<file path="src/rtl/ps2_key_decoder_pkg.sv">
// rtl/ps2_key_decoder_pkg.sv - shared constants and helpers for the PS/2 key decoder
package ps2_key_decoder_pkg;

  localparam logic [7:0] SC_BREAK = 8'hF0;
  localparam logic [7:0] SC_EXT   = 8'hE0;
  localparam logic [7:0] ASC_NONE = 8'h00;

  localparam logic [1:0] IDLE   = 2'd0;
  localparam logic [1:0] DATA   = 2'd1;
  localparam logic [1:0] PARITY = 2'd2;
  localparam logic [1:0] STOP   = 2'd3;

  // PS/2 uses odd parity over the 8 data bits plus the parity bit
  function automatic logic odd_parity_ok(input logic [7:0] data, input logic par);
    return ^{data, par};
  endfunction

endpackage

</file>
<file path="src/rtl/ps2_key_decoder_scan2ascii.sv">
// rtl/ps2_key_decoder_scan2ascii.sv - set-2 make code to lowercase ASCII lookup ROM
module ps2_scan2ascii
  import ps2_key_decoder_pkg::*;
(
  input  logic [7:0] scan,
  output logic [7:0] ascii
);

  always_comb begin
    ascii = ASC_NONE;
    case (scan)
      8'h1C: ascii = 8'h61;  8'h32: ascii = 8'h62;  8'h21: ascii = 8'h63;
      8'h23: ascii = 8'h64;  8'h24: ascii = 8'h65;  8'h2B: ascii = 8'h66;
      8'h34: ascii = 8'h67;  8'h33: ascii = 8'h68;  8'h43: ascii = 8'h69;
      8'h3B: ascii = 8'h6A;  8'h42: ascii = 8'h6B;  8'h4B: ascii = 8'h6C;
      8'h3A: ascii = 8'h6D;  8'h31: ascii = 8'h6E;  8'h44: ascii = 8'h6F;
      8'h4D: ascii = 8'h70;  8'h15: ascii = 8'h71;  8'h2D: ascii = 8'h72;
      8'h1B: ascii = 8'h73;  8'h2C: ascii = 8'h74;  8'h3C: ascii = 8'h75;
      8'h2A: ascii = 8'h76;  8'h1D: ascii = 8'h77;  8'h22: ascii = 8'h78;
      8'h35: ascii = 8'h79;  8'h1A: ascii = 8'h7A;
      8'h45: ascii = 8'h30;  8'h16: ascii = 8'h31;  8'h1E: ascii = 8'h32;
      8'h26: ascii = 8'h33;  8'h25: ascii = 8'h34;  8'h2E: ascii = 8'h35;
      8'h36: ascii = 8'h36;  8'h3D: ascii = 8'h37;  8'h3E: ascii = 8'h38;
      8'h46: ascii = 8'h39;
      8'h29: ascii = 8'h20;  8'h5A: ascii = 8'h0D;  8'h66: ascii = 8'h08;
      8'h76: ascii = 8'h1B;
      default: ascii = ASC_NONE;
    endcase
  end

endmodule

</file>
<file path="src/rtl/ps2_key_decoder.sv">
// rtl/ps2_key_decoder.sv - PS/2 frame receiver, make-code decoder and key-event FIFO
module ps2_key_decoder
  import ps2_key_decoder_pkg::*;
#(
  parameter int FIFO_DEPTH  = 8,
  parameter int TIMEOUT_CYC = 50000
) (
  input  logic       clkin,
  input  logic       rst,
  input  logic       ps2_clk,
  input  logic       ps2_dat,
  input  logic       rd_ready,
  output logic       key_valid,
  output logic [7:0] key_ascii,
  output logic       frame_err,
  output logic       overflow
);

  localparam int AW = $clog2(FIFO_DEPTH);
  localparam int TW = $clog2(TIMEOUT_CYC);
  localparam logic [TW-1:0] TMAX = TW'(TIMEOUT_CYC - 1);
  localparam logic [AW:0]   FULL_CNT = (AW+1)'(FIFO_DEPTH);

  logic          clk_s1, clk_s2, clk_s3, dat_s1, dat_s2;
  logic          sample;
  logic [1:0]    state;
  logic [2:0]    bit_cnt;
  logic [7:0]    shreg;
  logic          par_bit;
  logic [TW-1:0] tcnt;
  logic          byte_done;
  logic          brk, ext;
  logic [7:0]    rom_ascii;
  logic          push, pop, full, wr_en;
  logic [7:0]    mem [FIFO_DEPTH];
  logic [AW-1:0] wr_ptr, rd_ptr;
  logic [AW:0]   count;

  always_ff @(posedge clkin) begin
    if (rst) begin
      {clk_s1, clk_s2, clk_s3, dat_s1, dat_s2} <= 5'b11111;
    end else begin
      {clk_s3, clk_s2, clk_s1} <= {clk_s2, clk_s1, ps2_clk};
      {dat_s2, dat_s1}         <= {dat_s1, ps2_dat};
    end
  end

  assign sample = clk_s3 & ~clk_s2;

  // Frame receiver; the timeout only runs mid-frame and restarts on every clock edge
  always_ff @(posedge clkin) begin
    if (rst) begin
      state     <= IDLE;
      bit_cnt   <= '0;
      shreg     <= '0;
      par_bit   <= 1'b0;
      tcnt      <= '0;
      byte_done <= 1'b0;
      frame_err <= 1'b0;
    end else begin
      byte_done <= 1'b0;
      frame_err <= 1'b0;
      if (sample) begin
        tcnt <= '0;
        case (state)
          IDLE: begin
            if (!dat_s2) begin
              state   <= DATA;
              bit_cnt <= '0;
            end else begin
              frame_err <= 1'b1;
            end
          end
          DATA: begin
            shreg   <= {dat_s2, shreg[7:1]};
            bit_cnt <= bit_cnt + 3'd1;
            if (bit_cnt == 3'd7) state <= PARITY;
          end
          PARITY: begin
            par_bit <= dat_s2;
            state   <= STOP;
          end
          default: begin
            if (dat_s2 && odd_parity_ok(shreg, par_bit)) byte_done <= 1'b1;
            else                                          frame_err <= 1'b1;
            state <= IDLE;
          end
        endcase
      end else if (state != IDLE) begin
        if (tcnt == TMAX) begin
          frame_err <= 1'b1;
          state     <= IDLE;
          tcnt      <= '0;
        end else begin
          tcnt <= tcnt + 1'b1;
        end
      end else begin
        tcnt <= '0;
      end
    end
  end

  // shreg stays stable from the STOP sample until the next frame's data bits
  ps2_scan2ascii u_rom (
    .scan  (shreg),
    .ascii (rom_ascii)
  );

  always_ff @(posedge clkin) begin
    if (rst) begin
      brk <= 1'b0;
      ext <= 1'b0;
    end else if (byte_done) begin
      if (shreg == SC_EXT)        ext <= 1'b1;
      else if (shreg == SC_BREAK) brk <= 1'b1;
      else if (brk) begin
        brk <= 1'b0;
        ext <= 1'b0;
      end else if (ext) begin
        ext <= 1'b0;
      end
    end
  end

  assign push = byte_done && (shreg != SC_EXT) && (shreg != SC_BREAK)
                && !brk && !ext && (rom_ascii != ASC_NONE);

  assign key_valid = (count != '0);
  assign full      = (count == FULL_CNT);
  assign pop       = rd_ready && key_valid;
  assign wr_en     = push && (!full || pop);
  assign key_ascii = key_valid ? mem[rd_ptr] : ASC_NONE;

  always_ff @(posedge clkin) begin
    if (wr_en) mem[wr_ptr] <= rom_ascii;
  end

  always_ff @(posedge clkin) begin
    if (rst) begin
      wr_ptr   <= '0;
      rd_ptr   <= '0;
      count    <= '0;
      overflow <= 1'b0;
    end else begin
      if (wr_en) wr_ptr <= wr_ptr + 1'b1;
      if (pop)   rd_ptr <= rd_ptr + 1'b1;
      case ({wr_en, pop})
        2'b10:   count <= count + 1'b1;
        2'b01:   count <= count - 1'b1;
        default: count <= count;
      endcase
      if (push && full && !pop) overflow <= 1'b1;
    end
  end

endmodule

</file>
<file path="config.mk">
export PLATFORM = sky130hd
export DESIGN_NAME = ps2_key_decoder
export DESIGN_NICKNAME = d
export VERILOG_FILES = /design/src/rtl/ps2_key_decoder_pkg.sv /design/src/rtl/ps2_key_decoder_scan2ascii.sv /design/src/rtl/ps2_key_decoder.sv
export SDC_FILE = /design/constraint.sdc
export NUM_CORES = 1
export LEC_CHECK = 0
export CORE_MARGIN = 2
export CORE_UTILIZATION = 53
export DETAILED_ROUTE_END_ITERATION = 8
export PLACE_DENSITY_LB_ADDON = 0.15
export SYNTH_ARGS = -nofsm -noshare
export SYNTH_HDL_FRONTEND = slang
export SYNTH_HIERARCHICAL = 1
export SYNTH_SLANG_ARGS = --single-unit
</file>
<file path="constraint.sdc">
create_clock -name clkin -period 7.1 [get_ports clkin]
set_input_delay 1.775 -clock clkin [delete_from_list [all_inputs] [get_ports clkin]]
set_output_delay 1.775 -clock clkin [all_outputs]
set_load 0.01 [all_outputs]
</file>
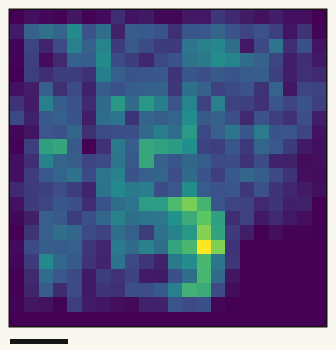
run_1/metal_density.png
Scale bar: 20 µm. 22 x 22 tiles, from dark purple (low) to yellow (high), scaled to the fullest tile. Values are wire area over tile area, all layers added.
The densest ninth of the die: centre. 16% of the tiles are nearly empty. The emptiest ninth of the die: south-east. 6.0% of the tiles are over half the peak.
vias: 3864
post-DR wirelength/cell: 17.5 µm
Total GRT Usage: 0.212
Routed WL: 11600 µm

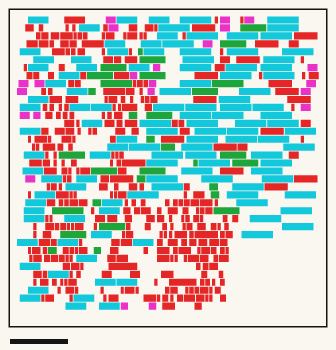
run_1/placement_by_type.png
Scale bar: 20 µm.
Key: other buffers and delay cells = magenta [cells 22]; combinational and other logic = red [cells 351]; clock drivers and dummy loads = green [cells 31]; flops = cyan [cells 117]
num rows: 38
utilization after layout: 0.616
Finished Cell Area: 0.00659 mm²
sequential cell area share: 0.453
core outline area: 0.0107 mm²

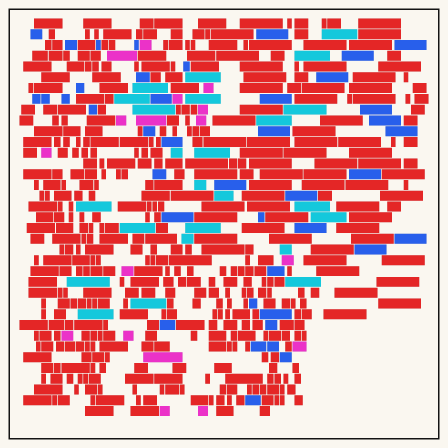
run_1/sizes.png
Key: _2 cells = blue [cells 41]; _0 and _1 cells = red [cells 439]; _6 and larger = cyan [cells 24]; _3 and _4 cells = magenta [cells 17]
Plain + repair buffers: 22
final setup margin: 1.56 ns
Syn-to-layout area delta: 14.6%

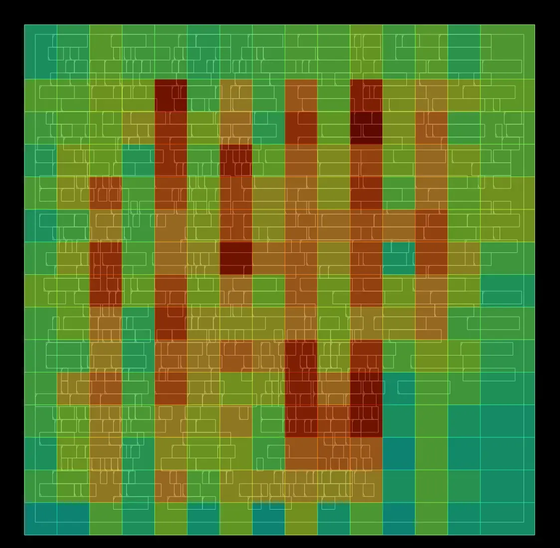
run_1/congestion.png
grt met3 use: 0.0476
M2 GR Usage: 0.361

==> results.py, run 1 <==
# Physical implementation metrics
metrics = {
    "clock_network": {
        "numClockSinks": 117,
        "clk_pin_slew_ns": 0.06,
        "cts_max_level": 4,
        "clockBufferDepth": 2,
        "post_cts_buffers": 0,
        "cts_tree": "yes",
        "root_buffer": "clkbuf_8",
        "cts_resized": 0,
        "clk_latency_ns": 0.51,
    },
    "logic_synthesis": {
        "synthesis.instances": 494,
        "synth_chip_area_mm2": 0.00575,
        "synth_stat.cells": 494,
        "top_area_frac": 0.334,
        "ys.flops": 117,
        "synth_area_per_cell_um2": 11.6,
        "area_leaders": "edfxtp_1 (33%), dfxtp_1 (18%), mux4_2 (6.7%)",
        "synth-edff-count": 64,
        "common_cells": "nor2_1 (65), edfxtp_1 (64), dfxtp_1 (53)",
        "synth_top_cell_by_area": "edfxtp_1",
        "yosysWarningCount": 6,
        "yosysUniqueCellTypes": 77,
        "syn-num-nets": 518,
        "synth_area_mm2": 0.00575,
        "async_reset_ff_frac": 0,
        "yosysMostFrequentCell": "nor2_1",
    },
    "layout": {
        "layout_top_cells": "nor2_1 (65), edfxtp_1 (64), dfxtp_1 (53)",
        "final_nets": 533,
        "reg.largest.list": "mem: 64 flops, tcnt: 16 flops, shreg: 8 flops",
        "diodes": 0,
        "final_layout_size_suffix_gt1_frac": 0.157,
        "largest_reg_flops": 64,
        "stdcell_count": 661,
        "fillers": 840,
        "final_common_cell": "nor2_1",
    },
    "job": {
        "max_cap_violations": 0,
        "openroad.warnings": 34,
    },
    "grt": {
        "first_global_vias": 3790,
        "grt_pass1_wl_um": 18700,
        "grt_overflow": 0,
        "antenna_found_initial": 0,
        "grt_max_degree": 38,
    },
    "place": {
        "dpl-instance-area_mm2": 0.00600,
        "port_buffers": 15,
        "place_inst": 630,
        "hpwl_um": 7570,
        "globalplace.congestion": 0.897,
        "dp_slack_ns": 1.72,
    },
    "hold_path": {
        "hold_end": "dat_s2",
        "min_from": "dat_s1",
        "min_path_cells": 1,
    },
    "route": {
        "ant_nets": 0,
        "top_layer": "met4",
        "drt_first_pass_iters": 5,
        "drc_errors": 0,
        "wl_met2_um": 5790,
        "drt_iter0_markers": 204,
        "wl_met1_um": 5040,
        "vias_per_cell": 5.85,
        "route.met3.wl_um": 521,
    },
    "floorplanning": {
        "die_w_um": 108,
        "die-area_mm2": 0.0117,
        "die_h_um": 108,
        "ioPinCount": 16,
        "core_util_floorplan": 0.537,
    },
    "final_timing": {
        "tns_ns": 0,
        "setup_viol": 0,
        "whs_ns": 0.410,
        "max_freq_mhz": 181,
        "slew_viol_final": 0,
        "final.setup_skew_ns": 0.0122,
        "finalClockPeriodUsage": 0.780,
        "tightest_slew_ns": 1.29,
        "grt_setup_unrepaired": "no",
        "hold_viol": 0,
    },
    "worst_setup_path": {
        "r2r_slack_ns": 1.56,
        "path_max_fanout": 16,
        "crit_arrival_ns": 5.65,
        "path_class": "reg -> reg",
        "r2r-end": "mem[5][6]",
        "r2r_cells": 12,
        "required_ns": 7.22,
        "cp-endpoint": "mem[5][6]",
        "worst_setup_path_start_kind": "flop",
        "r2r-start": "shreg[1]",
        "endpoint_kind": "flop",
    },
    "run_status": {
        "status": "finished clean",
    },
    "power_and_ir_drop": {
        "p_total_mw": 1.92,
        "ir_drop_v": 0.000195,
        "leakagePower_nw": 2.28,
        "powerDensity_mw_per_mm2": 292,
    },
}
[run 1: where the power goes]
part | internal [mW] | switching, mW | leakage (nW)
registers | 0.726 | 0.0523 | 1.00
logic | 0.176 | 0.125 | 0.994
clock network | 0.536 | 0.309 | 0.285
total | 1.44 | 0.486 | 2.28
[run 1: per-layer routing]
metal / track usage / up-vias
li1: - / 1857
met1: 0.261 / 1874
met2: 0.361 / 114
met3: 0.0476 / 19
met4: 0.0897 / 0
met5: 0 / -
[run 1: critical path: stages, from the launching register on]
cell	delay, ns
dfxtp_1	0.49
inv_1	0.29
ha_1	0.32
nand2_1	0.15
and3_1	0.24
nor3_1	0.23
o21ai_1	0.12
a221oi_1	1.05
nor4_1	0.19
a211o_2	0.41
nor3_1	0.42
nand2_1	0.18
nor3b_1	1.05
[run 1: logic make-up (layout without fill, tap and decap cells)]
family | after synthesis | after routing | synth area share
AND/OR/NAND/NOR | 177 | 177 | 0.159
multiplexers | 42 | 42 | 0.114
other | 1 | 1 | 0.000653
flip-flops | 117 | 117 | 0.519
adder cells (fa/ha/maj) | 19 | 19 | 0.0427
XOR/XNOR | 26 | 26 | 0.0420
buffers and inverters | 41 | 68 | 0.0342
AND-OR/OR-AND | 71 | 71 | 0.0891
[run 1: cell type report]
type	instances	area (µm²)	area share
Inverter	15	56.3	0.00855
Tap cell	140	175	0.0266
Clock inverter	14	176	0.0268
Timing Repair Buffer	22	203	0.0308
Clock buffer	17	414	0.0629
Sequential cell	117	2980	0.453
Multi-Input combinational cell	336	2580	0.392
run_1/io_fan.png
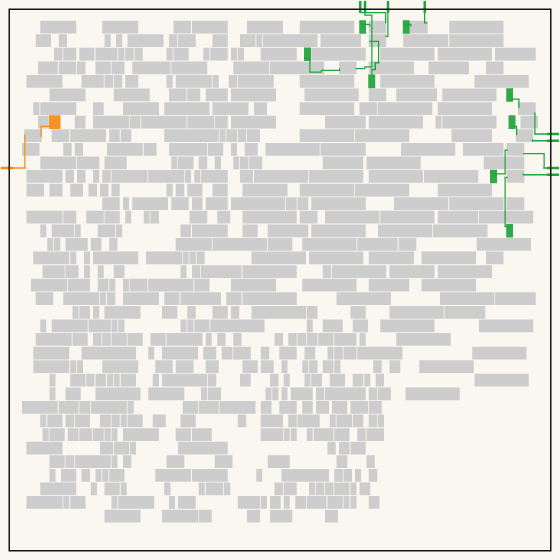

## Run 2: what changed since run 1
clock period = 5.6 ns   (was 7.1 ns; I/O delays follow)
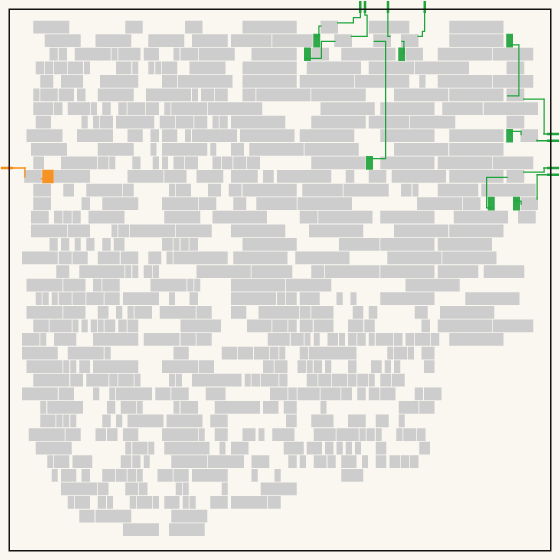
run_2/io_fan.png
Key: key_ascii = green [bits 8, direction output, end cells 8, buffers 8, wire 130 µm]; ps2_clk = orange [bits 1, direction input, end cells 1, buffers 1, wire 4.90 µm]
io pins: 16
port bufs: 15

==> run 2 against run 1 <==
  * Critical path depth increased by 4
  * Worst setup slack lost 0.87 ns
  * Sequential cell count unchanged
  * Register-to-register slack worse by 0.87 ns
  * First-iteration DRC count up 43%
  * Critical path type unchanged
  * Largest cell class unchanged
==> results.py, run 2 <==
# Physical implementation metrics
metrics = {
    "run_status": {
        "status": "finished clean",
    },
    "logic_synthesis": {
        "syn-num-nets": 518,
        "synth_stat.cells": 494,
        "ys.flops": 117,
        "yosysMostFrequentCell": "nor2_1",
        "synth-edff-count": 64,
        "synth_area_per_cell_um2": 11.6,
        "synthMuxAreaShare": 0.114,
        "area_leaders": "edfxtp_1 (33%), dfxtp_1 (18%), mux4_2 (6.7%)",
        "ys_sh_simple": 0.159,
        "yosysUniqueCellTypes": 77,
        "synthesis.instances": 494,
        "synth_chip_area_mm2": 0.00575,
        "synth_top_cell_by_area": "edfxtp_1",
        "async_reset_ff_frac": 0,
        "synth_area_mm2": 0.00575,
        "adder_share": 0.0427,
        "xor_share": 0.0420,
        "top_area_frac": 0.334,
    },
    "final_timing": {
        "setup_viol": 0,
        "max_freq_mhz": 204,
        "tightest_slew_ns": 1.09,
        "slew_viol_final": 0,
        "final.setup_skew_ns": 0.0151,
        "grt_setup_unrepaired": "no",
        "fin_ws_ns": 0.690,
        "finalClockPeriodUsage": 0.877,
        "hold_viol": 0,
        "whs_ns": 0.415,
    },
    "clock_network": {
        "cts_max_level": 4,
        "post_cts_buffers": 0,
        "cts_resized": 0,
        "cts_tree": "yes",
        "root_buffer": "clkbuf_8",
        "clk_pin_slew_ns": 0.06,
        "clk_latency_ns": 0.52,
        "numClockSinks": 117,
    },
    "power_and_ir_drop": {
        "leakagePower_nw": 2.31,
        "power_frac_comb": 0.160,
        "clockPowerShare": 0.430,
        "internal_power_mw": 1.78,
        "powerDensity_mw_per_mm2": 363,
        "ir_drop_v": 0.000276,
        "p_seq_frac": 0.410,
    },
    "worst_setup_path": {
        "worst_setup_path_start_kind": "flop",
        "crit_cells": 16,
        "endpoint_kind": "flop",
        "critPathBufInv": 2,
        "max_stage_delay_ns": 0.97,
        "path_max_fanout": 11,
        "r2r-end": "count[3]",
        "cp-endpoint": "count[3]",
        "cp_top_family": "AND-OR/OR-AND gates",
        "crit_arrival_ns": 5.32,
        "r2r_slack_ns": 0.69,
    },
    "place": {
        "globalplace.congestion": 0.842,
        "dpl-instance-area_mm2": 0.00605,
        "place_inst": 637,
    },
    "grt": {
        "grt_overflow": 0,
        "grtUsageTotal": 0.211,
        "grt_max_degree": 34,
        "grt_pass1_wl_um": 18700,
        "antenna_found_initial": 0,
    },
    "floorplanning": {
        "die_h_um": 108,
        "rows": 38,
        "die_w_um": 108,
        "die-area_mm2": 0.0117,
        "design.core.area_mm2": 0.0107,
        "core_util_floorplan": 0.537,
    },
    "layout": {
        "syn_to_final_growth_pct": 15.2,
        "diodes": 0,
        "reg.largest.list": "mem: 64 flops, tcnt: 16 flops, shreg: 8 flops",
        "final_common_cell": "nor2_1",
        "final_nets": 540,
        "final_layout_size_suffix_gt1_frac": 0.166,
        "layout_top_cells": "nor2_1 (65), edfxtp_1 (64), dfxtp_1 (53)",
        "stdcell_count": 669,
    },
    "route": {
        "via_count": 3846,
        "vias_per_cell": 5.75,
        "drt-total-wl_um": 11200,
        "ant_nets": 0,
        "drc_errors": 0,
    },
    "job": {
        "openroad.warnings": 34,
    },
}
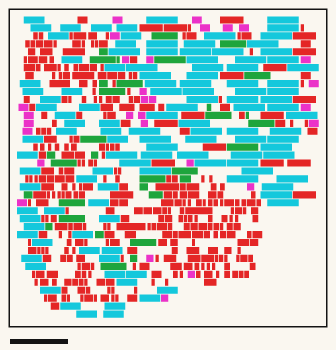
run_2/placement_by_type.png
Scale bar: 20 µm.
Key: combinational and other logic = red [cells 351]; flops = cyan [cells 117]; other buffers and delay cells = magenta [cells 29]; clock drivers and dummy loads = green [cells 32]
utilization after layout: 0.619
Finished Cell Area: 0.00662 mm²
sequential cell area share: 0.450

[run 2: cell counts after synthesis]
No cell type changed its count.
[run 2: worst reg2reg max path, delay by kind of cell (launching register included)]
family                   cells  cell delay [ns]
adder cells (fa/ha/maj)      2             0.67
buffers and inverters        2             0.29
flip-flops                   1             0.60
multiplexers                 2             0.54
AND-OR/OR-AND                7             2.22
AND/OR/NAND/NOR              3             0.48
[run 2: worst min path at each step]
stage | from | depth (start not counted) | end
after floorplan | clk_s1 | 1 | clk_s2
after global placement | dat_s1 | 1 | dat_s2
after detailed placement | clk_s1 | 1 | clk_s2
after CTS | clk_s1 | 1 | clk_s2
after global routing | dat_s1 | 1 | dat_s2
final | clk_s1 | 1 | clk_s2
[run 2: power by group through the flow]
stage	registers, mW	logic, mW	clock network [mW]
after floorplan	0.958	0.305	0
after global placement	1.01	0.379	0
after detailed placement	1.01	0.387	0
after CTS	0.989	0.388	1.05
after global routing	0.997	0.418	1.09
final	0.986	0.383	1.03
[run 2: area by class of cell]
type / count / area [µm²]
Fill cell: 848 / 4080
Sequential cell: 117 / 2980
Multi-Input combinational cell: 336 / 2580
Clock buffer: 18 / 418
Timing Repair Buffer: 29 / 255
Tap cell: 140 / 175
Clock inverter: 14 / 155
Inverter: 15 / 56.3
[run 2: layer usage]
layer	GRT usage	up-vias	wire length [µm]
met5	0	-	0
met4	0.0769	0	142
met3	0.0524	14	544
met2	0.330	108	5460
met1	0.286	1843	5100
li1	-	1881	-
run_2/metal_density.png
Scale bar: 20 µm. 22 x 22 tiles, from dark purple (low) to yellow (high), scaled to the fullest tile. Values are wire area over tile area, all layers added.
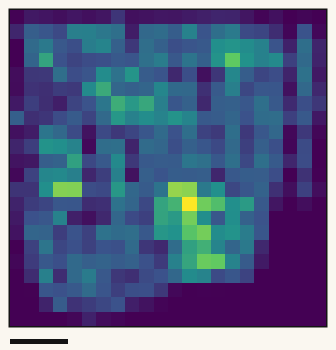

## Run 3: what changed since run 2
ABC_CLOCK_PERIOD_IN_PS = 5600   (was unset)
CAP_MARGIN = 20   (was unset)
CTS_BUF_LIST = sky130_fd_sc_hd__clkbuf_8   (was unset)
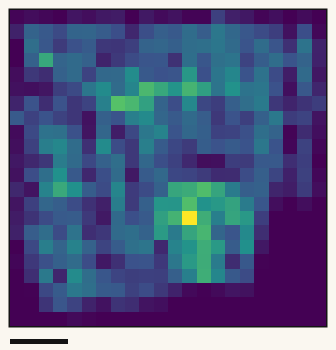
run_3/metal_density.png
Scale bar: 20 µm. 22 x 22 tiles, from dark purple (low) to yellow (high), scaled to the fullest tile. Values are wire area over tile area, all layers added.
17% of the tiles are nearly empty. The emptiest ninth of the die: south-east. The fullest tile reaches 0.66. 7.6% of the tiles are over half the peak.
Total GRT Usage: 0.208
vias: 3880
Routed WL: 11100 µm
post-DR wirelength/cell: 16.6 µm

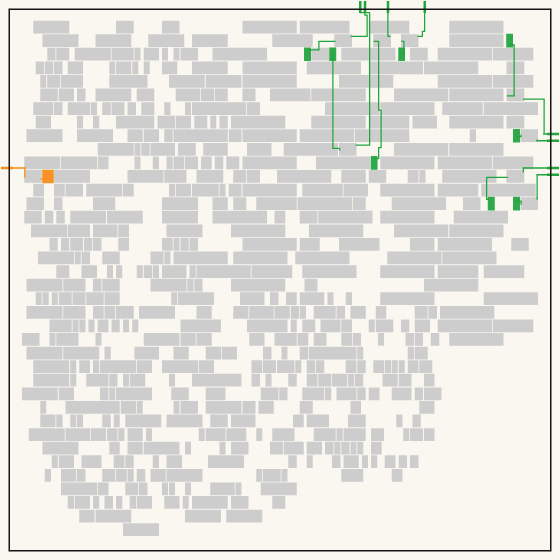
run_3/io_fan.png

==> run 3 against run 2 <==
  * First-iteration DRC count down 15%
  * Cell area down 1.8%
  * Sequential cell count unchanged
  * Synthesized area did not move
  * Non-clock buffer count grew 1
  * Synthesized cell count did not move
  * Hold slack lost 0.0018 ns
  * Maximum frequency shrank 0.44%
  * Highest routed layer unchanged
==> results.py, run 3 <==
# Physical implementation metrics
metrics = {
    "route": {
        "drt_first_pass_iters": 6,
        "top_layer": "met4",
        "vias_per_cell": 5.79,
        "ant_nets": 0,
        "route.met3.wl_um": 469,
        "drt_iter0_markers": 247,
        "wl_met2_um": 5440,
        "drc_errors": 0,
        "wl_met1_um": 5000,
    },
    "clock_network": {
        "numClockSinks": 117,
        "cts_resized": 0,
        "clk_pin_slew_ns": 0.07,
        "root_buffer": "clkbuf_8",
        "hold_buffers": 0,
        "cts_tree": "yes",
        "clockBufferDepth": 2,
        "clk_latency_ns": 0.43,
        "post_cts_buffers": 0,
        "cts_max_level": 4,
        "cts_made_buffers": 17,
    },
    "place": {
        "dp_slack_ns": 0.690,
        "dpl-instance-area_mm2": 0.00608,
        "place_inst": 638,
        "globalplace.congestion": 0.842,
        "port_buffers": 15,
        "hpwl_um": 7370,
    },
    "logic_synthesis": {
        "synth_top_cell_by_area": "edfxtp_1",
        "synthesis.instances": 494,
        "synth-edff-count": 64,
        "ys.flops": 117,
        "common_cells": "nor2_1 (65), edfxtp_1 (64), dfxtp_1 (53)",
        "yosysMostFrequentCell": "nor2_1",
        "synth_stat.cells": 494,
        "async_reset_ff_frac": 0,
        "synth_seq_share": 0.519,
        "synth_chip_area_mm2": 0.00575,
        "area_leaders": "edfxtp_1 (33%), dfxtp_1 (18%), mux4_2 (6.7%)",
        "yosysWarningCount": 6,
        "synth_area_mm2": 0.00575,
        "syn-num-nets": 518,
        "top_area_frac": 0.334,
        "yosysUniqueCellTypes": 77,
        "ff_type": "edfxtp_1",
        "synth_area_per_cell_um2": 11.6,
    },
    "worst_setup_path": {
        "worst_setup_path_start_kind": "flop",
        "required_ns": 5.92,
        "path_class": "reg -> reg",
        "path_max_fanout": 11,
        "worst_path_max_delay_cell": "a221oi_1",
        "worstPathCellList": "inv_1 -> ha_1 -> or2_2 -> a21oi_1 -> o21ai_1 -> nand4_1 -> a221oi_1 -> nor4_1 -> a211o_2 -> o21ai_2 -> inv_2 -> ha_1 -> a21o_2 -> a21oi_1 -> mux2i_1 -> mux2_1",
        "crit_arrival_ns": 5.25,
        "endpoint_kind": "flop",
        "max_stage_delay_ns": 0.98,
    },
    "layout": {
        "largest_reg_flops": 64,
        "syn_to_final_growth_pct": 13.2,
        "final_layout_size_suffix_gt1_frac": 0.170,
        "stdcell_count": 670,
        "reg.largest.list": "mem: 64 flops, tcnt: 16 flops, shreg: 8 flops",
        "final_util": 0.608,
        "final_nets": 541,
        "diodes": 0,
        "largest-register": "mem",
        "final_common_cell": "nor2_1",
        "layout_top_cells": "nor2_1 (65), edfxtp_1 (64), dfxtp_1 (53)",
        "final_area_mm2": 0.00650,
    },
    "final_timing": {
        "tns_ns": 0,
        "finalClockPeriodUsage": 0.881,
        "period_minus_slack_ns": 4.93,
        "hold_viol": 0,
        "final.setup_skew_ns": 0.0112,
        "setup_viol": 0,
        "whs_ns": 0.413,
        "grt_setup_unrepaired": "no",
        "max_freq_mhz": 203,
        "fin_ws_ns": 0.668,
        "slew_viol_final": 0,
        "tightest_slew_ns": 1.09,
        "max-slew-margin-rel": 0.271,
    },
    "power_and_ir_drop": {
        "p_total_mw": 2.22,
        "powerDensity_mw_per_mm2": 341,
        "leakagePower_nw": 2.25,
        "ir_drop_v": 0.000245,
    },
    "grt": {
        "grt_overflow": 0,
        "first_global_vias": 3763,
        "top_usage_layer": "met2",
        "grtUsageMet2": 0.331,
        "antenna_found_initial": 0,
        "use_met1": 0.275,
        "met3_usage": 0.0482,
        "grt_max_degree": 34,
        "grt_pass1_wl_um": 18500,
    },
    "floorplanning": {
        "ioPinCount": 16,
        "design.core.area_mm2": 0.0107,
        "die_h_um": 108,
        "core_util_floorplan": 0.537,
        "rows": 38,
        "die_w_um": 108,
        "die-area_mm2": 0.0117,
    },
    "run_status": {
        "status": "finished clean",
    },
    "hold_path": {
        "worstHoldPathType": "reg -> reg",
    },
    "job": {
        "openroad.warnings": 34,
        "max_cap_violations": 0,
    },
}
## run 3: cell count changes in the layout (fill, tap and decap cells not counted)
| cell | change |
|---|---|
| clkbuf_16 | -16 |
| buf_16 | +1 |
| bufinv_16 | +1 |
| inv_8 | +2 |
| clkbuf_1 | -1 |
| inv_6 | +3 |
| clkinv_2 | -1 |
| clkbuf_8 | +16 |
| clkinv_4 | -4 |
## run 3: power breakdown
group	internal (mW)	switching (mW)	total (mW)
sequential	0.919	0.0457	0.965
combinational	0.242	0.185	0.427
clock	0.453	0.374	0.827
## run 3: area by class of cell
type | count | area, µm²
clock buffers | 17 | 234
clock inverters | 15 | 194
fillers | 863 | 4190
inverters | 15 | 56.3
multi-input cells | 336 | 2580
flip-flops and latches | 117 | 2980
well taps | 140 | 175
repair buffers | 30 | 283
## run 3: final timing paths
check	startpoint	end	slack (ns)	cells after the start
worst max-delay path	shreg[0]	count[3]	0.67	16
worst min-delay path	clk_s1	clk_s2	0.41	1
worst max register to register	shreg[0]	count[3]	0.67	16
worst min register to register	clk_s1	clk_s2	0.41	1
## run 3: worst max-delay path: cells and delay by family (launching register included)
| family | cells | cell delay, ns |
|---|---|---|
| buffers and inverters | 2 | 0.29 |
| adder cells (fa/ha/maj) | 2 | 0.67 |
| AND-OR/OR-AND | 7 | 2.25 |
| multiplexers | 2 | 0.54 |
| AND/OR/NAND/NOR | 3 | 0.48 |
| flip-flops | 1 | 0.60 |
## run 3: cell families after synthesis
| family | share of synthesized area |
|---|---|
| AND-OR/OR-AND | 0.0891 |
| other | 0.000653 |
| AND/OR/NAND/NOR | 0.159 |
| adder cells (fa/ha/maj) | 0.0427 |
| multiplexers | 0.114 |
| flip-flops | 0.519 |
| buffers and inverters | 0.0342 |
| XOR/XNOR | 0.0420 |
Power figures rest on the tool's default switching activity, not on a simulated workload.
